--- src/rtl/gpio_filter_pkg.sv ---
// Shared types and constants for the GPIO input filter / event controller.
package gpio_filter_pkg;

  localparam int unsigned NumInDefault  = 8;
  localparam int unsigned CyclesDefault = 16;
  localparam int unsigned SyncStages    = 2;

  typedef logic [NumInDefault-1:0] gpio_vec_t;

  // The debounce counter needs at least two clocks of history to be meaningful.
  function automatic bit cycles_valid(int unsigned cycles);
    return cycles >= 2;
  endfunction

endpackage

--- src/rtl/gpio_filter_chan.sv ---
// One GPIO input channel: synchroniser, debounce filter and edge detection.
// Edges are suppressed in the cycle the filter enable changes so that the jump
// between bypassed and stored level never looks like a pad event.
module gpio_filter_chan
  import gpio_filter_pkg::*;
#(
  parameter int unsigned Cycles = CyclesDefault
) (
  input  logic clk_i,
  input  logic rst_ni,
  input  logic in_i,
  input  logic filter_en_i,
  output logic filt_o,
  output logic rise_o,
  output logic fall_o
);

  logic [SyncStages-1:0] sync_q;
  logic                  in_sync;
  logic                  filt_prev_q;
  logic                  en_prev_q;
  logic                  reconfig;

  // Bring the asynchronous pad into the clock domain.
  always_ff @(posedge clk_i or negedge rst_ni) begin
    if (!rst_ni) begin
      sync_q <= '0;
    end else begin
      sync_q <= {sync_q[SyncStages-2:0], in_i};
    end
  end

  assign in_sync = sync_q[SyncStages-1];

  prim_filter_ctr #(
    .Cycles (Cycles)
  ) u_filter (
    .clk_i    (clk_i),
    .rst_ni   (rst_ni),
    .enable_i (filter_en_i),
    .filter_i (in_sync),
    .filter_o (filt_o)
  );

  // Remember last cycle's level and filter enable for edge and reconfig detection.
  always_ff @(posedge clk_i or negedge rst_ni) begin
    if (!rst_ni) begin
      filt_prev_q <= 1'b0;
      en_prev_q   <= 1'b0;
    end else begin
      filt_prev_q <= filt_o;
      en_prev_q   <= filter_en_i;
    end
  end

  assign reconfig = filter_en_i ^ en_prev_q;
  assign rise_o   = filt_o & ~filt_prev_q & ~reconfig;
  assign fall_o   = ~filt_o & filt_prev_q & ~reconfig;

endmodule

--- src/rtl/prim_filter_ctr.sv ---
// Debounce primitive: the stored level follows the input only after the input
// has differed from it for Cycles consecutive clocks. The counter always runs;
// enable_i only selects between the stored level and the raw input.
module prim_filter_ctr #(
  parameter int unsigned Cycles = 16
) (
  input  logic clk_i,
  input  logic rst_ni,
  input  logic enable_i,
  input  logic filter_i,
  output logic filter_o
);

  localparam int unsigned    CtrW   = $clog2(Cycles);
  localparam logic [CtrW-1:0] CtrMax = CtrW'(Cycles - 1);

  logic            stored_q;
  logic [CtrW-1:0] ctr_q;

  // Count clocks of disagreement with the stored level; commit on the Cycles-th one.
  always_ff @(posedge clk_i or negedge rst_ni) begin
    if (!rst_ni) begin
      stored_q <= 1'b0;
      ctr_q    <= '0;
    end else if (filter_i == stored_q) begin
      ctr_q    <= '0;
    end else if (ctr_q == CtrMax) begin
      stored_q <= filter_i;
      ctr_q    <= '0;
    end else begin
      ctr_q    <= ctr_q + CtrW'(1);
    end
  end

  assign filter_o = enable_i ? stored_q : filter_i;

endmodule

--- src/rtl/gpio_filter_ctrl.sv ---
// GPIO input conditioning and event controller: per-channel debounce and edge
// detection feeding a sticky W1C interrupt-state register and a combined irq.
module gpio_filter_ctrl
  import gpio_filter_pkg::*;
#(
  parameter int unsigned NumIn  = NumInDefault,
  parameter int unsigned Cycles = CyclesDefault
) (
  input  logic             clk_i,
  input  logic             rst_ni,
  input  logic [NumIn-1:0] in_i,
  input  logic [NumIn-1:0] filter_en_i,
  input  logic [NumIn-1:0] rise_en_i,
  input  logic [NumIn-1:0] fall_en_i,
  input  logic [NumIn-1:0] intr_en_i,
  input  logic [NumIn-1:0] intr_clr_i,
  input  logic [NumIn-1:0] intr_test_i,
  output logic [NumIn-1:0] filt_o,
  output logic [NumIn-1:0] intr_state_o,
  output logic             intr_o
);

  if (!cycles_valid(Cycles)) begin : gen_bad_cycles
    $error("gpio_filter_ctrl: Cycles must be >= 2");
  end
  if (NumIn < 1 || NumIn > 32) begin : gen_bad_numin
    $error("gpio_filter_ctrl: NumIn must be in 1..32");
  end

  logic [NumIn-1:0] rise;
  logic [NumIn-1:0] fall;
  logic [NumIn-1:0] set;
  logic [NumIn-1:0] intr_state_q;

  for (genvar n = 0; n < NumIn; n++) begin : gen_chan
    gpio_filter_chan #(
      .Cycles (Cycles)
    ) u_chan (
      .clk_i       (clk_i),
      .rst_ni      (rst_ni),
      .in_i        (in_i[n]),
      .filter_en_i (filter_en_i[n]),
      .filt_o      (filt_o[n]),
      .rise_o      (rise[n]),
      .fall_o      (fall[n])
    );
  end

  assign set = (rise & rise_en_i) | (fall & fall_en_i) | intr_test_i;

  // Sticky event flags; a new event in the same cycle as a clear is kept.
  always_ff @(posedge clk_i or negedge rst_ni) begin
    if (!rst_ni) begin
      intr_state_q <= '0;
    end else begin
      intr_state_q <= (intr_state_q & ~intr_clr_i) | set;
    end
  end

  assign intr_state_o = intr_state_q;
  assign intr_o       = |(intr_state_q & intr_en_i);

endmodule

--- config.mk ---
export PLATFORM = sky130hd
export DESIGN_NAME = gpio_filter_ctrl
export DESIGN_NICKNAME = d
export VERILOG_FILES = /design/src/rtl/gpio_filter_pkg.sv /design/src/rtl/gpio_filter_chan.sv /design/src/rtl/prim_filter_ctr.sv /design/src/rtl/gpio_filter_ctrl.sv
export SDC_FILE = /design/constraint.sdc
export NUM_CORES = 1
export LEC_CHECK = 0
export ABC_CLOCK_PERIOD_IN_PS = 1400
export CAP_MARGIN = 0
export CORE_UTILIZATION = 35
export DETAILED_ROUTE_END_ITERATION = 8
export SYNTH_ARGS = -nofsm -noshare
export SYNTH_HDL_FRONTEND = slang
export SYNTH_HIERARCHICAL = 1
export SYNTH_SLANG_ARGS = --single-unit
export TNS_END_PERCENT = 50
--- constraint.sdc ---
create_clock -name clk_i -period 1.4 [get_ports clk_i]
set_input_delay 0.28 -clock clk_i [delete_from_list [all_inputs] [get_ports clk_i]]
set_output_delay 0.28 -clock clk_i [all_outputs]
set_load 0.02 [all_outputs]
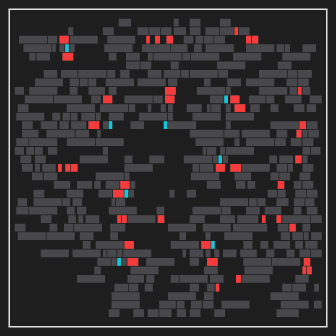
(run_1/logic_types.png)
colour	family	cells
red	NAND gates	41
cyan	inverters	8

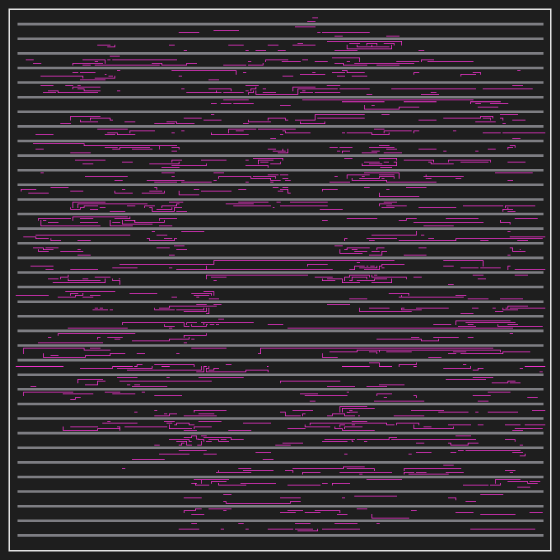
(run_1/layer_met1.png)
Supply wires on this layer in grey.
longest straight run	43.2 um
nets with wire on the layer	401
main direction	horizontal

==> run summary, run 1 <==
Design Power - 5068 uW
Core Region - 0.009328 mm2
most used flip-flop cell - dfrtp_1
WL per Instance - 12.49 um
Max VDD drop - 665.3 uV
EDFF count, synth - 0
clock root buffer - clkbuf_8
Die X - 100.6 um
worst hold stages - 2
I/O Buffers - 74
max_cap viols - 0
NetSw - 1230 uW
CTS tree - done
register share of total power - 49.9%
most common cell in the netlist - dfrtp_1
placed cells - 497
critical register-to-register path startpoint - gen_chan[1].u_chan/sync_q[1]
via count - 2340
# DRC - 0
H-tree depth - 3
clock buffer depth - 2
Synth Cell Area - 0.003400 mm2
Hold Buf Count CTS - 1
Post-CTS Setup Bufs - 2
final hold slack - 0.3185 ns
slew margin rel. - 72.04%
Worst-Margin Slew - 0.4164 ns
synthesized instance count - 253
Flop+latch power - 2530 uW
failing checks - setup timing
placed inst area - 0.004619 mm2
Top pwr grp - sequential cells
Post-synth regs - 80
leakage power - 0.002146 uW
min setup slack post-route - -0.08273 ns
tool warning count - 28
Critical R2R Capture - intr_state_o[1]
Resized Gates After CTS - 95
GRT met2 Usage - 22.60%
Comb group - 688 uW
end point of the critical path - intr_o
fraction of area in multi-input gates - 29.15%
number of antenna violations at the first check in global routing - 0
non-clock buffer share of cell area - 21.57%
Vias/cell - 4.535
yosys stat area - 0.003400 mm2
Chip Height - 100.6 um
Fillers - 839
DP Worst Slack - -0.5872 ns
status - finished, violations left
M3 GR Usage - 3.953%
dominant logic cell type in the layout - dfrtp_1
Setup violations, final - 9
final hold viol count - 0
first-pass iteration count of the detailed router - 4
Metal-1 WL - 2993 um
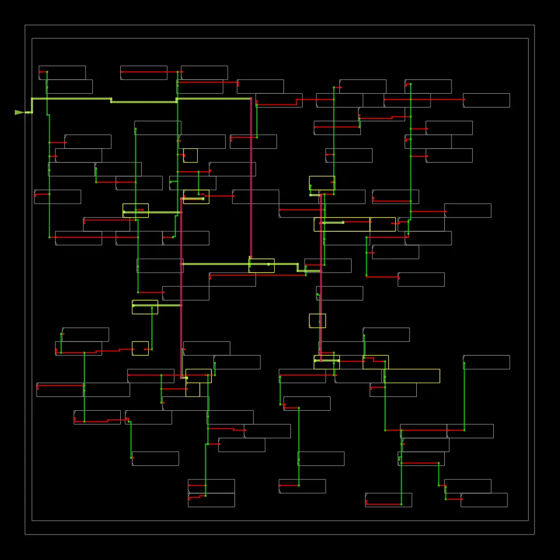
(run_1/clocks.png)
clk ins delay skew pair: 0.34 ns
Clk power: 1850 uW
clock buffers: 9

run 1: worst max-delay path, cell delays in order (launching register included):
cell and delay [ns]:
dfrtp_1 0.42, a22oi_1 0.18, nand4_1 0.10, buf_2 0.17
run 1: kinds of logic (layout without fill, tap and decap cells):
| group | count (synthesis) | after routing | share of synthesized area [%] |
|---|---|---|---|
| multiplexers | 16 | 16 | 6.184 |
| flip-flops | 80 | 80 | 58.89 |
| AND/OR/NAND/NOR | 81 | 81 | 19.32 |
| adder cells (fa/ha/maj) | 8 | 8 | 2.945 |
| buffers and inverters | 8 | 142 | 0.8834 |
| AND-OR/OR-AND | 36 | 36 | 5.595 |
| XOR/XNOR | 24 | 24 | 6.183 |
==> run_1/flops_by_reg.png <==
Other sequential cells in the stronger grey, the rest of the logic in the fainter grey.
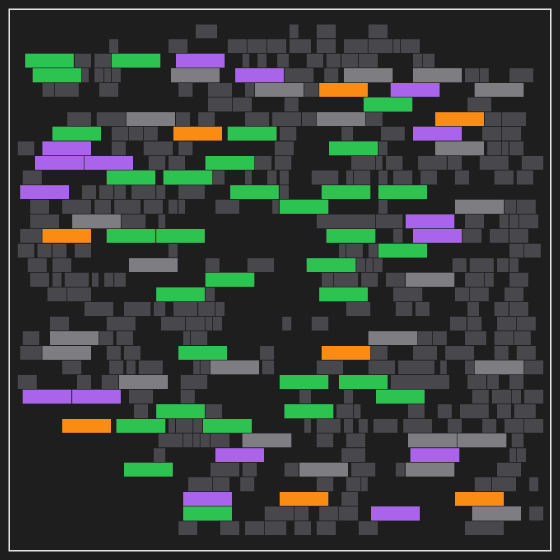

==> inputs of run 2 (changes only) <==
--- a/config.mk
+++ b/config.mk
@@ -13,4 +13,3 @@
 export SYNTH_HDL_FRONTEND = slang
 export SYNTH_HIERARCHICAL = 1
 export SYNTH_SLANG_ARGS = --single-unit
-export TNS_END_PERCENT = 50
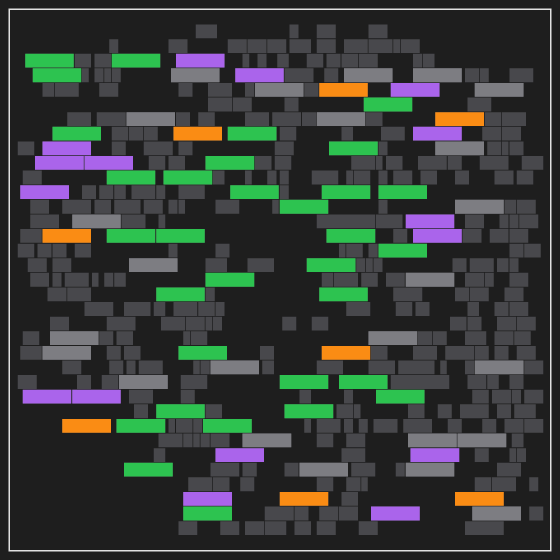
(run_2/flops_by_reg.png)
Other sequential cells in the stronger grey, the rest of the logic in the fainter grey.
colour	name in the netlist	placed flops
purple	`gen_chan.u_chan/sync_q`	16
orange	`gen_chan.u_chan/en_prev_q`	8
green	`gen_chan.u_chan/u_filter/ctr_q`	32
not coloured	24
sequential cell area: 0.002002 mm2
Flop+latch power: 2530 uW

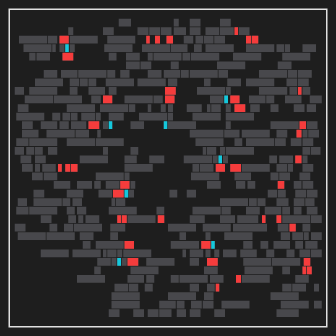
(run_2/logic_types.png)
final cell count without fillers: 519
fraction of area in multi-input gates: 28.96%
dominant logic cell type in the layout: dfrtp_1

==> run 2 against run 1 <==
  * The run still ends with setup timing left
  * Worst setup slack better by 0.0082 ns
  * Total power increased by 0.19%
  * Final area increased by 0.64%
  * Clock-buffer cell count stayed put
  * Worst hold slack better by 0.00064 ns
  * Synthesized area stayed put
  * Sequential share of layout area is 0.26 points lower
  * Flip-flop count is the same
  * First-iteration DRC count up 6.8%
==> run summary, run 2 <==
placed cells - 497 (unchanged)
Hold Buf Count CTS - 1 (unchanged)
Comb group - 698 uW (+1%)
final hold slack - 0.3191 ns (+0.0006410 ns)
register share of total power - 49.9% (about the same)
failing checks - setup timing
Setup violations, final - 9 (unchanged)
Top pwr grp - sequential cells
Clk power - 1850 uW (about the same)
number of antenna violations at the first check in global routing - 0 (unchanged)
Synth Cell Area - 0.003400 mm2 (unchanged)
WL per Instance - 12.55 um (+0.47%)
Metal-1 WL - 3034 um (+1.4%)
Critical R2R Capture - intr_state_o[1]
slew margin rel. - 71.52% (-0.52 points)
Buf+Inv Stages, Crit Path - 1 (unchanged)
Worst-Margin Slew - 0.4241 ns (+0.007702 ns)
final hold viol count - 0 (unchanged)
# DRC - 0 (unchanged)
DP Worst Slack - -0.5872 ns (unchanged)
Core Region - 0.009328 mm2 (unchanged)
number of cells on the critical path - 3 (unchanged)
via count - 2337 (-0.13%)
Vias/cell - 4.503 (-0.71%)
Chip Height - 100.6 um (unchanged)
min setup slack post-route - -0.07456 ns (+0.008168 ns)
Post-CTS Setup Bufs - 2 (unchanged)
H-tree depth - 3 (unchanged)
status - finished, violations left
M3 GR Usage - 3.953% (unchanged)
Max VDD drop - 664.9 uV (about the same)
placed inst area - 0.004619 mm2 (unchanged)
EDFF count, synth - 0 (unchanged)
end point of the critical path - intr_o
yosys stat area - 0.003400 mm2 (unchanged)
-- run 2: cell counts after synthesis --
No cell type changed its count.
-- run 2: cells by family after synthesis --
family | synth area share (%)
adders and majority gates | 2.945
muxes | 6.184
AOI/OAI and AO/OA | 5.595
xor gates and xnor gates | 6.183
buffers and inverters | 0.8834
and+or+nand+nor | 19.32
DFF | 58.89
-- run 2: cell type report --
| type | count | area [um2] |
|---|---|---|
| timing repair buffer | 122 | 1086 |
| sequential | 80 | 2002 |
| clock inverter | 6 | 92.59 |
| fill | 840 | 4407 |
| tap | 129 | 161.4 |
| clock buffer | 9 | 123.9 |
| inverter | 8 | 30.03 |
| multi-input combinational | 165 | 1425 |
No activity file was given, so power comes from the tool's default toggle rates.
